===== src/rtl/axi_slave.sv =====
// AXI4-Lite responder bridging one outstanding AXI transaction onto a
// simple req/ack register bus. Decodes a single address window and returns
// OKAY, SLVERR (back-end error or timeout) or DECERR (outside the window).
module axi_slave #(
  parameter logic [31:0] BASE_ADDR = 32'h0000_0000,
  parameter logic [31:0] ADDR_SPAN = 32'h0000_1000,
  parameter int unsigned TIMEOUT   = 16
) (
  input  logic        clk_i,
  input  logic        rst_i,
  input  logic        arvalid_i,
  output logic        arready_o,
  input  logic [31:0] araddr_i,
  output logic        rvalid_o,
  input  logic        rready_i,
  output logic [31:0] rdata_o,
  output logic [1:0]  rresp_o,
  input  logic        awvalid_i,
  output logic        awready_o,
  input  logic [31:0] awaddr_i,
  input  logic        wvalid_i,
  output logic        wready_o,
  input  logic [31:0] wdata_i,
  output logic        bvalid_o,
  input  logic        bready_i,
  output logic [1:0]  bresp_o,
  output logic        reg_req_o,
  output logic        reg_we_o,
  output logic [31:0] reg_addr_o,
  output logic [31:0] reg_wdata_o,
  input  logic [31:0] reg_rdata_i,
  input  logic        reg_ack_i,
  input  logic        reg_err_i
);

  localparam logic [1:0] RESP_OKAY   = 2'b00;
  localparam logic [1:0] RESP_SLVERR = 2'b10;
  localparam logic [1:0] RESP_DECERR = 2'b11;

  typedef enum logic [2:0] {
    IDLE,
    RD_ACC,
    RD_RESP,
    WR_ACC,
    WR_RESP
  } state_t;

  state_t      state;
  logic        aw_got;
  logic        w_got;
  logic [31:0] aw_addr;
  logic [31:0] w_data;
  logic [31:0] cnt;
  logic        wr_busy;
  logic        timeout_hit;

  // Wrap-safe window check: the offset from the base is compared unsigned,
  // so addresses below BASE_ADDR wrap to huge offsets and fall outside.
  function automatic logic in_window(input logic [31:0] addr);
    logic [31:0] off;
    off = addr - BASE_ADDR;
    return off < ADDR_SPAN;
  endfunction

  assign wr_busy     = (state == WR_ACC) || (state == WR_RESP);
  assign timeout_hit = (TIMEOUT != 0) && (cnt == TIMEOUT - 32'd1);

  // Readies are held low while reset is asserted so nothing handshakes then.
  assign awready_o = !rst_i && !aw_got && !wr_busy;
  assign wready_o  = !rst_i && !w_got && !wr_busy;
  assign arready_o = !rst_i && (state == IDLE) && !(aw_got && w_got);

  // Capture AW and W independently; initiators may complete them in
  // different cycles, and the flags only clear once the B response is taken.
  always_ff @(posedge clk_i or posedge rst_i) begin
    if (rst_i) begin
      aw_got  <= 1'b0;
      w_got   <= 1'b0;
      aw_addr <= '0;
      w_data  <= '0;
    end else if (state == WR_RESP && bready_i) begin
      aw_got <= 1'b0;
      w_got  <= 1'b0;
    end else begin
      if (awvalid_i && awready_o) begin
        aw_addr <= awaddr_i;
        aw_got  <= 1'b1;
      end
      if (wvalid_i && wready_o) begin
        w_data <= wdata_i;
        w_got  <= 1'b1;
      end
    end
  end

  // Transaction FSM with registered AXI response and back-end request outputs.
  always_ff @(posedge clk_i or posedge rst_i) begin
    if (rst_i) begin
      state       <= IDLE;
      rvalid_o    <= 1'b0;
      rdata_o     <= '0;
      rresp_o     <= RESP_OKAY;
      bvalid_o    <= 1'b0;
      bresp_o     <= RESP_OKAY;
      reg_req_o   <= 1'b0;
      reg_we_o    <= 1'b0;
      reg_addr_o  <= '0;
      reg_wdata_o <= '0;
      cnt         <= '0;
    end else begin
      case (state)
        IDLE: begin
          if (aw_got && w_got) begin
            // A fully captured write wins over a new read address.
            if (in_window(aw_addr)) begin
              state       <= WR_ACC;
              reg_req_o   <= 1'b1;
              reg_we_o    <= 1'b1;
              reg_addr_o  <= aw_addr;
              reg_wdata_o <= w_data;
              cnt         <= '0;
            end else begin
              state    <= WR_RESP;
              bvalid_o <= 1'b1;
              bresp_o  <= RESP_DECERR;
            end
          end else if (arvalid_i) begin
            if (in_window(araddr_i)) begin
              state      <= RD_ACC;
              reg_req_o  <= 1'b1;
              reg_we_o   <= 1'b0;
              reg_addr_o <= araddr_i;
              cnt        <= '0;
            end else begin
              state    <= RD_RESP;
              rvalid_o <= 1'b1;
              rdata_o  <= '0;
              rresp_o  <= RESP_DECERR;
            end
          end
        end
        RD_ACC: begin
          if (reg_ack_i) begin
            state     <= RD_RESP;
            reg_req_o <= 1'b0;
            rvalid_o  <= 1'b1;
            rdata_o   <= reg_rdata_i;
            rresp_o   <= reg_err_i ? RESP_SLVERR : RESP_OKAY;
          end else if (timeout_hit) begin
            state     <= RD_RESP;
            reg_req_o <= 1'b0;
            rvalid_o  <= 1'b1;
            rdata_o   <= '0;
            rresp_o   <= RESP_SLVERR;
          end else begin
            cnt <= cnt + 32'd1;
          end
        end
        RD_RESP: begin
          if (rready_i) begin
            state    <= IDLE;
            rvalid_o <= 1'b0;
          end
        end
        WR_ACC: begin
          if (reg_ack_i) begin
            state     <= WR_RESP;
            reg_req_o <= 1'b0;
            bvalid_o  <= 1'b1;
            bresp_o   <= reg_err_i ? RESP_SLVERR : RESP_OKAY;
          end else if (timeout_hit) begin
            state     <= WR_RESP;
            reg_req_o <= 1'b0;
            bvalid_o  <= 1'b1;
            bresp_o   <= RESP_SLVERR;
          end else begin
            cnt <= cnt + 32'd1;
          end
        end
        WR_RESP: begin
          if (bready_i) begin
            state    <= IDLE;
            bvalid_o <= 1'b0;
          end
        end
        default: state <= IDLE;
      endcase
    end
  end

endmodule


===== config.mk =====
export PLATFORM = sky130hd
export DESIGN_NAME = axi_slave
export DESIGN_NICKNAME = d
export VERILOG_FILES = /design/src/rtl/axi_slave.sv
export SDC_FILE = /design/constraint.sdc
export NUM_CORES = 1
export LEC_CHECK = 0
export ABC_AREA = 1
export CAP_MARGIN = 20
export CORE_AREA = 2 2 157 159
export DETAILED_ROUTE_END_ITERATION = 8
export DIE_AREA = 0 0 159 161
export HOLD_SLACK_MARGIN = 0.15
export PLACE_DENSITY = 0.67
export SLEW_MARGIN = 20
export SYNTH_ARGS = -nofsm -noshare
export SYNTH_HDL_FRONTEND = slang
export SYNTH_SLANG_ARGS = --single-unit
export TNS_END_PERCENT = 30

===== constraint.sdc =====
create_clock -name clk_i -period 9.95 [get_ports clk_i]
set_input_delay 1.99 -clock clk_i [delete_from_list [all_inputs] [get_ports clk_i]]
set_output_delay 1.99 -clock clk_i [all_outputs]
set_load 0.01 [all_outputs]

==> run_1/layer_met1.png <==
The bar under the picture is 50 µm long.
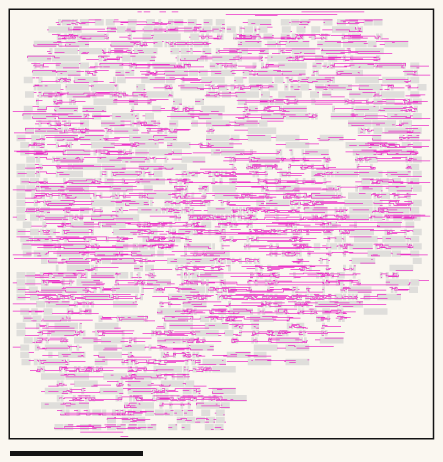
nets with wire on the layer: 1402
main direction: horizontal
longest straight run: 53.4 µm
GR Layer Usage met1: 27.01%
wirelength, routed: 25020 µm

==> run_1/layer_met2.png <==
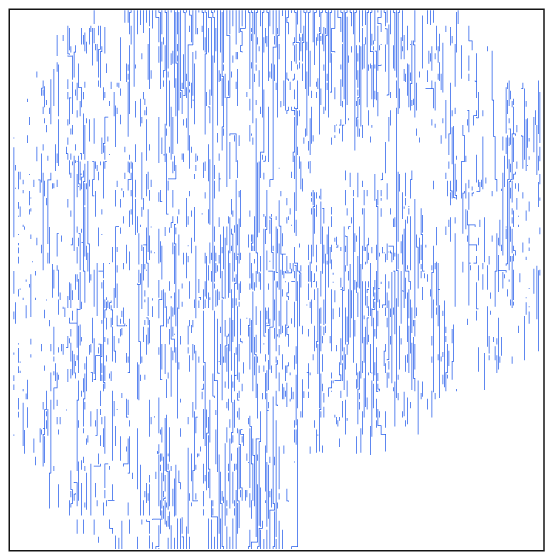
main direction: vertical
nets with wire on the layer: 1196
wire length on this layer: 11600 µm
share of all routed wire: 46%
met2 Use GR: 31.15%
routed via count: 8304

==> impl_metrics.csv, run 1 <==
group,metric,value,unit
placement,place_congestion,0.9035,
synthesis,ys_warn_count,0,
synthesis,synth_area_per_cell,7.723,µm²
synthesis,ys_seq_share,54.49,%
clocking,h-tree-depth,1,
synthesis,synth_chip_area,9414,µm²
power_and_ir_drop,p_clk,1.01,mW
setup_path,crit_path_top_delay_cell,"clkdlybuf4s50_1",
hold_path,min_from,"reg_addr_o[15]",
synthesis,yosysTopAreaCell,"dfrtp_1",
run_status,status,"finished clean",
synthesis,yosysCellCount,1219,
setup_path,crit_top_cell,"clkdlybuf4s50_1",
job,maxCapViolCount,0,
layout,fin_cells,1784,
routing,vias_per_cell,4.655,
placement,dp.cells,1742,
floorplan,die_x,159,µm
clocking,cts_hold_buf,0,
sta,tightest_slew,1.011,ns
sta,holdWs,0.4640,ns
clocking,worstSkewPairLatency,0.51,ns
global_routing,antenna_found_initial,1,
clocking,cts.repair.resized,0,
power_and_ir_drop,power.internal,2.108,mW
layout,lay_top_count,"nand2_1",
setup_path,endpoint,"wready_o",
floorplan,io_pins,244,
synthesis,yosysTopAreaCellShare,54.49,%
setup_path,endpoint_kind,"output port",
synthesis,synthDistinctLibCells,32,
layout,final_layout_size_suffix_gt1_share,4.795,%
setup_path,ff2ff_setup_slack,7.08,ns
floorplan,die_y,161,µm
synthesis,ff_type,"dfrtp_1",
setup_path,reg2reg_to,"reg_addr_o[30]",
synthesis,syn_nets,1357,
synthesis,synthCells,1219,
clocking,cts.path.max_buffers,3,
synthesis,topCellsByArea,"dfrtp_1 54%, nand2_1 21%, nand3_1 7.0%",
sta,fin_skew,0.01183,ns
sta,post-route-min-period,5.833,ns
clocking,cts_setup_buffers,0,
global_routing,grtUsageTotal,19.28,%
power_and_ir_drop,maxPowerGroup,"registers",
clocking,cts_sinks,205,
placement,port_buffers,243,
placement,dp_hpwl,17580,µm
sta,fin_setup_tns,0,ns
sta,final-setup-viol-count,0,
sta,slew_headroom,32.42,%
power_and_ir_drop,peakVddDrop,127.4,µV
routing,wire_per_inst,14.02,µm
global_routing,grt_max_degree,134,
sta,finalHoldViolations,0,
synthesis,synthTopCellsByCount,"523 x nand2_1, 205 x dfrtp_1, 145 x nor2_1",
routing,drt-pass1-iter-count,5,
global_routing,grt_pass1_wl,40630,µm
synthesis,synthesis.area,9414,µm²
synthesis,synth_top_cell_by_count,"nand2_1",
power_and_ir_drop,clock_power_share,32.0,%
setup_path,worstPathCellList,"clkdlybuf4s50_1 -> nor3_4 -> clkdlybuf4s50_1",
floorplan,core_region_area,23960,µm²
sta,rsz0062_at_grt,"false",
clocking,cts_tree,"done",
routing,ant_nets,0,
synthesis,synth-edff-count,0,
sta,fmax,171.4,MHz
layout,most-common-layout-cells,"523 x nand2_1, 243 x clkdlybuf4s50_1, 205 x dfrtp_1",
hold_path,holdPathEnd,"reg_addr_o[15]",
power_and_ir_drop,switching_power,1.037,mW
floorplan,fp_util,39.29,%
hold_path,hp-class,"flop to flop",
power_and_ir_drop,p_leak,6.462,nW
setup_path,slowest_delay,0.66,ns
synthesis,synthArstFlopShare,100.0,%
global_routing,gr-total-overflow,0,
clocking,path_clk_slew,0.06,ns
power_and_ir_drop,swShare,32.98,%
clocking,cts-root-buf,"clkbuf_16",
layout,utilization,54.33,%
setup_path,worstSetupPathType,"input pin to output port",
setup_path,cp_max_fo,19,
power_and_ir_drop,powerComb,0.959,mW
floorplan,rows,57,
layout,final_net_count,1581,
setup_path,rr_startpoint,"w_got",
job,tool_warnings,28,
==> run_1/layer_met3.png <==
The bar under the picture is 50 µm long.
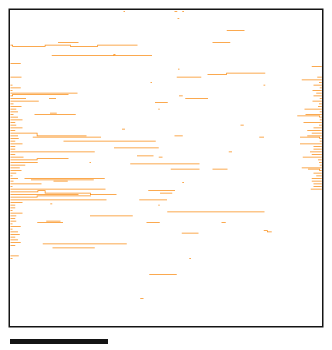
share of all routed wire: 6.2%
main direction: horizontal
met3 GRT Util: 3.852%

==> run_1/layer_met4.png <==
The bar under the picture is 50 µm long.
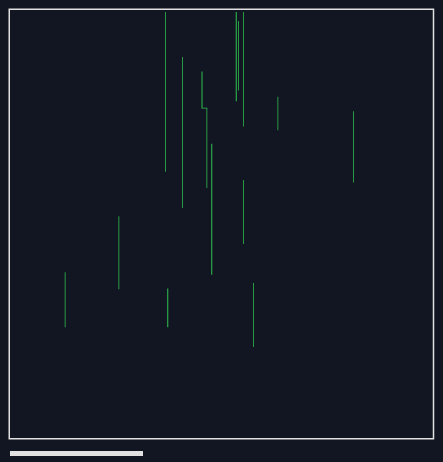
wire length on this layer: 461 µm
longest straight run: 59.8 µm
main direction: vertical
nets with wire on the layer: 9
share of all routed wire: 1.8%

-- run 1: cell families (layout without fill, tap and decap cells) --
| logic type | Yosys count | after routing | share of synthesized area, % |
|---|---|---|---|
| buffers and inverters | 126 | 367 | 5.383 |
| AND/OR/NAND/NOR | 826 | 826 | 35.74 |
| flip-flops | 205 | 205 | 54.49 |
| adder cells (fa/ha/maj) | 1 | 1 | 0.1329 |
| AND-OR/OR-AND | 39 | 39 | 2.206 |
| XOR/XNOR | 22 | 22 | 2.047 |
-- run 1: cell type report --
type | instances | area [µm²] | share of cell area [%]
Multi-Input combinational cell | 888 | 3786 | 29.08
Timing Repair Buffer | 251 | 2492 | 19.14
Sequential cell | 205 | 5130 | 39.40
Clock buffer | 30 | 651.9 | 5.007
Clock inverter | 12 | 269.0 | 2.066
Inverter | 74 | 285.3 | 2.191
Tap cell | 324 | 405.4 | 3.114
-- run 1: stage by stage --
| step | worst slack [ns] | area [µm²] | total power, mW |
|---|---|---|---|
| after floorplan | 2.364 | 9414 | 1.762 |
| after global placement | 4.135 | 12100 | 2.142 |
| after detailed placement | 4.121 | 12100 | 2.163 |
| after CTS | 4.113 | 13020 | 3.180 |
| after global routing | 3.996 | 13020 | 3.345 |
| final | 4.117 | 13020 | 3.145 |
-- run 1: layer usage --
layer | share of wire [%] | track usage [%] | up-vias | routed length (µm)
met1 | 46 | 27.01 | 3840 | 11400
li1 | - | - | 4227 | -
met3 | 6.2 | 3.852 | 31 | 1543
met4 | 1.8 | 4.504 | 0 | 460
met2 | 46 | 31.15 | 206 | 11620
met5 | 0 | 0 | - | 0
-- run 1: critical path, delay by kind of cell --
family | cells | cell delay [ns]
buf+inv | 2 | 1.27
simple gates | 1 | 0.58
==> run_1/clocks.png <==
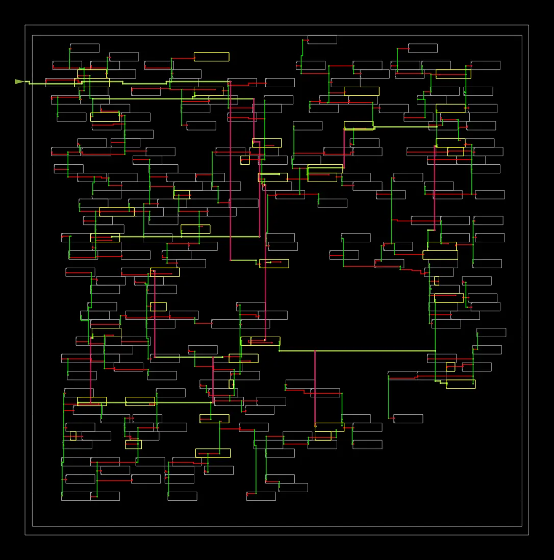

==> inputs of run 2 (changes only) <==
Clock period 9.95 ns to 5.89 ns, I/O delays scaled along.
==> run_2/clocks.png <==
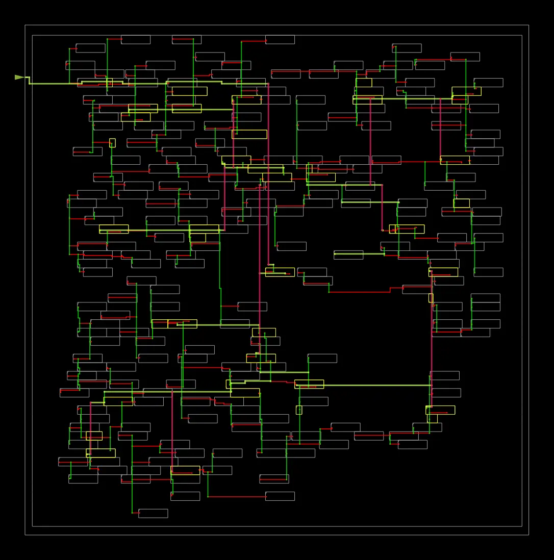
clock network power: 1.50 mW
clk latency late pin: 0.52 ns
CTS buffer count: 23
Layout Skew: 0.009696 ns
final-layout clock buffer total: 31

==> run 2 against run 1 <==
Compared with the run above: sequential power grew 69%; synthesized area is the same; count of clock-buffer cells in the layout grew 1; non-clock buffer count grew 1; die size is the same; cell area shrank 0.73%; largest power group unchanged.
==> impl_metrics.csv, run 2 <==
group,metric,value,unit
sta,fmax,241.0,MHz
run_status,status,"finished clean",
synthesis,ys_warn_count,0,
clocking,cts.repair.resized,0,
sta,tightest_slew,1.054,ns
synthesis,ff_type,"dfrtp_1",
clocking,cts_setup_buffers,0,
floorplan,rows,57,
placement,place_congestion,0.8951,
job,maxCapViolCount,0,
layout,antenna_cells,0,
placement,dp_hpwl,18000,µm
layout,final_layout_size_suffix_gt1_share,4.795,%
power_and_ir_drop,powerDensity,397.0,nW/µm²
global_routing,met1_usage,26.74,%
synthesis,ys.flops,205,
placement,post-place-ws,1.755,ns
layout,nFillCells,2280,
sta,holdWs,0.4656,ns
sta,finalMaxSlewViolations,0,
synthesis,topCellsByArea,"dfrtp_1 54%, nand2_1 21%, nand3_1 7.0%",
global_routing,grt_pass1_vias,7998,
routing,vias_per_cell,4.710,
synthesis,synthArstFlopShare,100.0,%
synthesis,synth_area_per_cell,7.723,µm²
clocking,cts_sinks,205,
hold_path,hold_depth,2,
synthesis,synth_top_cell_by_count,"nand2_1",
power_and_ir_drop,seq_power_share,38.9,%
floorplan,core_region_area,23960,µm²
power_and_ir_drop,peakVddDrop,206.7,µV
layout,design_area,12920,µm²
floorplan,fp_util,39.29,%
job,tool_warnings,28,
synthesis,synthDistinctLibCells,32,
floorplan,die_x,159,µm
clocking,cts.path.max_buffers,3,
floorplan,io_pins,244,
power_and_ir_drop,switching_power,1.770,mW
layout,utilization,53.94,%
global_routing,grt_pass1_wl,41540,µm
power_and_ir_drop,clock_power_share,29.3,%
setup_path,cp_max_fo,19,
placement,place_area,12120,µm²
hold_path,hp-class,"flop to flop",
sta,fin_setup_tns,0,ns
sta,final-setup-viol-count,0,
routing,wire_per_inst,14.33,µm
global_routing,grt_max_degree,132,
clocking,path_clk_slew,0.06,ns
synthesis,synthCells,1219,
synthesis,ys_seq_share,54.49,%
sta,post-route-min-period,4.149,ns
synthesis,synth-edff-count,0,
setup_path,startpoint_type,"input pin",
synthesis,yosysTopAreaCell,"dfrtp_1",
placement,dp.cells,1743,
layout,syn2layout_area_growth,37.29,%
synthesis,synth_chip_area,9414,µm²
global_routing,grtUsageTotal,19.84,%
sta,rsz0062_at_grt,"false",
global_routing,top_usage_layer,"met2",
setup_path,reg2regPathDepth,7,
clocking,h-tree-depth,1,
layout,final_net_count,1582,
synthesis,yosysTopAreaCellShare,54.49,%
sta,finalHoldViolations,0,
global_routing,antenna_found_initial,1,
layout,lay_top_count,"nand2_1",
floorplan,die-area,25600,µm²
clocking,cts-root-buf,"clkbuf_16",
power_and_ir_drop,combPwrFrac,31.8,%
sta,fin_ws,1.741,ns
global_routing,grt_use_met3,4.520,%
global_routing,gr-total-overflow,0,
synthesis,yosysCellCount,1219,
routing,ant_nets,0,
synthesis,syn_nets,1357,
setup_path,cp.arrival,2.97,ns
layout,fin_cells,1784,
placement,port_buffers,243,
sta,slew_headroom,29.57,%
power_and_ir_drop,p_leak,6.427,nW
routing,drt-pass1-iter-count,5,
synthesis,synthTopCellsByCount,"523 x nand2_1, 205 x dfrtp_1, 145 x nor2_1",
setup_path,worstSetupPathType,"input pin to output port",
clocking,cts_tree,"done",
power_and_ir_drop,power.internal,3.361,mW
setup_path,endpoint_kind,"output port",
clocking,cts_hold_buf,0,
floorplan,die_y,161,µm
power_and_ir_drop,swShare,34.50,%
routing,post-route-drc-count,0,
setup_path,critPathRequiredTime,4.71,ns
layout,most-common-layout-cells,"523 x nand2_1, 243 x clkdlybuf4s50_1, 205 x dfrtp_1",
synthesis,synthesis.area,9414,µm²
power_and_ir_drop,report.power.total,5.131,mW
sta,fin_crit_sh,70.44,%
routing,drt_iter0_drc,526,
==> run_2/layer_met2.png <==
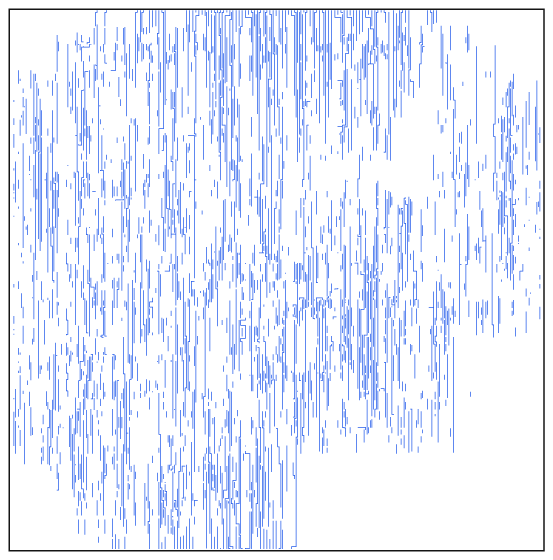
share of all routed wire: 48%
main direction: vertical
nets with wire on the layer: 1194
wire length on this layer: 12200 µm
longest straight run: 51.0 µm
wirelength, routed: 25560 µm
routed via count: 8403
met2 Use GR: 32.87%

run 2: cell counts after synthesis:
Identical to the previous run, type by type.
run 2: per-layer routing:
layer	routed length, µm	share of wire, %
met3	1797	7.0
met2	12160	48
met1	11070	43
met5	13	0.051
met4	514	2.0
run 2: cell families (layout without fill, tap and decap cells):
family | Yosys count | count (layout) | share of synthesized area, %
buf+inv | 126 | 367 | 5.383
simple gates | 826 | 826 | 35.74
compound gates | 39 | 39 | 2.206
fa+ha+maj | 1 | 1 | 0.1329
flops | 205 | 205 | 54.49
xor+xnor | 22 | 22 | 2.047
run 2: area by class of cell:
type | count | area (µm²) | share of cell area (%)
clock buffers | 31 | 665.6 | 5.150
repair buffers | 252 | 2512 | 19.44
inverters | 74 | 281.5 | 2.178
flip-flops and latches | 205 | 5130 | 39.69
multi-input cells | 888 | 3786 | 29.29
clock inverters | 10 | 143.9 | 1.113
well taps | 324 | 405.4 | 3.136
run 2: worst max-delay path, stage by stage:
cell,delay [ns]
clkdlybuf4s50_1,0.56
nor3_4,0.57
clkdlybuf4s50_1,0.66
run 2: final timing paths:
check                                     from             end  slack [ns]
worst max-delay path                     rst_i        wready_o        1.74
worst min-delay path            reg_addr_o[16]  reg_addr_o[16]        0.47
worst max register to register           w_got  reg_addr_o[15]        3.00
worst min register to register  reg_addr_o[16]  reg_addr_o[16]        0.47
max in group asynchronous                rst_i          cnt[8]        3.71
min in group asynchronous                rst_i      w_data[22]        1.42
run 2: power by group through the flow:
stage	Sequential [mW]	Combinational, mW	Clock (mW)
2_1_floorplan	2.05	0.929	0
3_3_place_gp	2.00	1.62	0
3_5_place_dp	2.02	1.65	0
4_1_cts	2.00	1.65	1.54
5_1_grt	2.04	1.83	1.60
6_report	2.00	1.63	1.50
==> run_2/layer_met4.png <==
The bar under the picture is 50 µm long.
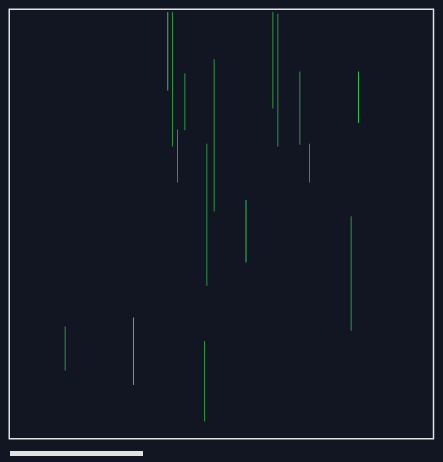

==> inputs of run 3 (changes only) <==
Settings changed: PLACE_DENSITY 0.67 to 0.69.
Clock period 5.89 ns to 3.6 ns, I/O delays scaled along.
==> run_3/layer_met4.png <==
The bar under the picture is 50 µm long.
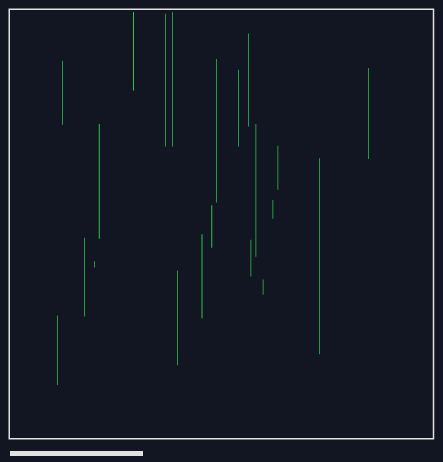
longest straight run: 73.4 µm
main direction: vertical
routed via count: 8462
wirelength, routed: 25570 µm

==> run 3 against run 2 <==
Compared with the run above: register-to-register slack worse by 2.0 ns; first-iteration DRC count is 24% higher; critical path depth rose by 3; worst setup slack worse by 1.3 ns; sequential share of layout area fell by 0.37 points; cell count is 0.39% higher; hold slack got worse by 0.0027 ns; global-route usage increased by 0.28 points; cell area rose by 0.94%.
==> impl_metrics.csv, run 3 <==
group,metric,value,unit
hold_path,min_from,"reg_addr_o[27]",
power_and_ir_drop,combPwrFrac,31.3,%
layout,design_area,13050,µm²
layout,syn2layout_area_growth,38.58,%
layout,final_layout_size_suffix_gt1_share,5.112,%
clocking,cts.path.max_buffers,3,
clocking,cts_hold_buf,0,
synthesis,synth_area_per_cell,7.723,µm²
setup_path,worst-path-buf-inv,3,
sta,holdWs,0.4630,ns
hold_path,hold_depth,2,
synthesis,ys_seq_share,54.49,%
clocking,path_clk_slew,0.06,ns
run_status,status,"finished clean",
placement,place_area,12180,µm²
job,tool_warnings,28,
synthesis,synthDistinctLibCells,32,
routing,met3_length,1611,µm
floorplan,die_y,161,µm
layout,fin_cells,1791,
global_routing,grt_pass1_wl,42520,µm
setup_path,crit_top_cell,"nor2_1",
floorplan,fp_util,39.29,%
synthesis,yosysTopAreaCellShare,54.49,%
routing,highest-signal-layer,"met5",
synthesis,synthArstFlopShare,100.0,%
setup_path,ff2ff_setup_slack,0.98,ns
global_routing,grt_pass1_vias,8319,
routing,vias_per_cell,4.725,
floorplan,rows,57,
placement,place_congestion,0.8929,
routing,wire_per_inst,14.28,µm
layout,most-common-layout-cells,"523 x nand2_1, 243 x clkdlybuf4s50_1, 205 x dfrtp_1",
synthesis,ys.flops,205,
floorplan,io_pins,244,
synthesis,synthCells,1219,
power_and_ir_drop,peakVddDrop,438.4,µV
power_and_ir_drop,clock_power_share,30.8,%
sta,fin_setup_tns,0,ns
power_and_ir_drop,report.power.total,8.632,mW
routing,dr_wl_met2,11830,µm
sta,fmax,313.6,MHz
synthesis,synth-edff-count,0,
setup_path,cp.arrival,2.47,ns
floorplan,die_x,159,µm
routing,post-route-drc-count,0,
hold_path,hp-class,"flop to flop",
setup_path,startpoint_type,"flop",
clocking,cts_sinks,205,
sta,finalMaxSlewViolations,0,
routing,drt_iter0_drc,651,
floorplan,core_region_area,23960,µm²
power_and_ir_drop,power.internal,5.712,mW
synthesis,synth_chip_area,9414,µm²
sta,fin_ws,0.4107,ns
setup_path,worstPathCellList,"nand2_2 -> inv_2 -> nor2_1 -> inv_1 -> nor2_1 -> clkdlybuf4s50_1",
clocking,cts.repair.resized,0,
global_routing,grtUsageTotal,20.12,%
power_and_ir_drop,p_leak,6.479,nW
power_and_ir_drop,powerDensity,661.6,nW/µm²
sta,rsz0062_at_grt,"false",
placement,dp.cells,1750,
layout,utilization,54.44,%
setup_path,slowest_delay,0.55,ns
floorplan,die-area,25600,µm²
sta,slew_headroom,53.52,%
setup_path,worstSetupPathType,"flop to output port",
layout,antenna_cells,0,
synthesis,yosysTopAreaCell,"dfrtp_1",
routing,ant_nets,0,
synthesis,syn_nets,1357,
layout,lay_top_count,"nand2_1",
clocking,h-tree-depth,1,
clocking,worstSkewPairLatency,0.53,ns
global_routing,grt_max_degree,127,
setup_path,reg2regPathDepth,10,
power_and_ir_drop,swShare,33.82,%
setup_path,reg2reg_to,"cnt[12]",
setup_path,critPathRequiredTime,2.88,ns
sta,fin_crit_sh,88.59,%
sta,post-route-min-period,3.189,ns
setup_path,crit_path_top_delay_cell,"clkdlybuf4s50_1",
synthesis,yosysCellCount,1219,
synthesis,synth_top_cell_by_count,"nand2_1",
clocking,cts-root-buf,"clkbuf_16",
routing,met1Wirelength,11470,µm
setup_path,rr_startpoint,"w_got",
layout,final_net_count,1590,
power_and_ir_drop,seq_power_share,37.9,%
placement,port_buffers,243,
sta,fin_skew,0.02337,ns
global_routing,gr-total-overflow,0,
clocking,cts_tree,"done",
routing,drt-pass1-iter-count,5,
placement,dp_hpwl,17930,µm
power_and_ir_drop,switching_power,2.919,mW
synthesis,synthTopCellsByCount,"523 x nand2_1, 205 x dfrtp_1, 145 x nor2_1",
synthesis,topCellsByArea,"dfrtp_1 54%, nand2_1 21%, nand3_1 7.0%",
sta,finalHoldViolations,0,
placement,post-place-ws,0.6703,ns
setup_path,endpoint_kind,"output port",
sta,tightest_slew,0.6971,ns
setup_path,critPathTopFamily,"buffers and inverters",
setup_path,cp_max_fo,15,
clocking,cts_buffers,24,
hold_path,holdPathEnd,"reg_addr_o[27]",
synthesis,synthesis.area,9414,µm²
==> run_3/layer_met2.png <==
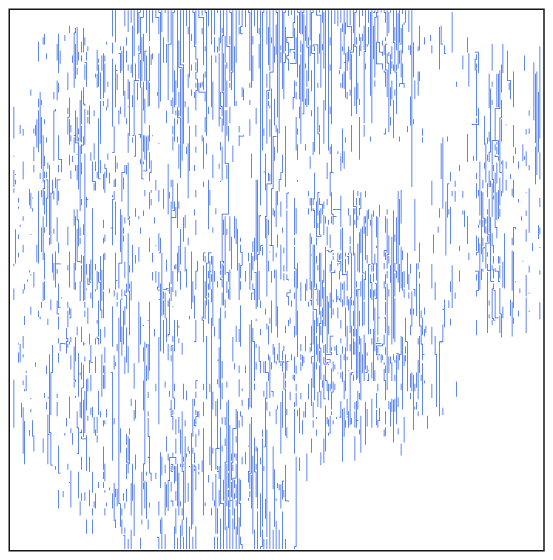
share of all routed wire: 46%
wire length on this layer: 11800 µm
met2 Use GR: 33.02%

==> run 3: final cells by class <==
class / count / area [µm²]
clock buffer: 30 / 643.1
clock inverter: 11 / 222.7
fill: 2262 / 10920
inverter: 74 / 281.5
multi-input combinational: 888 / 3786
sequential: 205 / 5130
tap: 324 / 405.4
timing repair buffer: 259 / 2577
==> run 3: layer usage <==
layer	track usage [%]	up-vias
li1	-	4233
met1	27.01	3950
met3	4.366	45
met5	0	-
met4	5.909	2
met2	33.02	232
==> run 3: power groups by stage <==
stage | Clock [mW] | Combinational (mW) | Sequential, mW
2_1_floorplan | 0 | 1.52 | 3.35
3_3_place_gp | 0 | 2.69 | 3.28
3_5_place_dp | 0 | 2.74 | 3.30
4_1_cts | 2.72 | 2.74 | 3.27
5_1_grt | 2.80 | 3.04 | 3.35
6_report | 2.66 | 2.70 | 3.27
==> run 3: cell families after synthesis <==
group	after synthesis	synth area share, %
compound gates	39	2.206
xor+xnor	22	2.047
fa+ha+maj	1	0.1329
simple gates	826	35.74
flops	205	54.49
buf+inv	126	5.383
==> run 3: worst max-delay path by stage <==
stage | slack [ns] | from | cells after the start | end
4_1_cts | 0.39 | w_got | 6 | arready_o
3_5_place_dp | 0.67 | rst_i | 3 | awready_o
5_1_grt | 0.27 | w_got | 6 | arready_o
6_report | 0.41 | w_got | 6 | arready_o
3_3_place_gp | 0.69 | rst_i | 3 | awready_o
2_1_floorplan | 0.22 | rst_i | 1 | aw_addr[0]
==> run 3: worst register-to-register path, delay by kind of cell (launching register included) <==
family / cells / cell delay (ns)
AND-OR/OR-AND: 1 / 0.18
buffers and inverters: 2 / 0.61
AND/OR/NAND/NOR: 7 / 1.29
flip-flops: 1 / 0.46
Power is estimated from default activity; no workload was simulated.
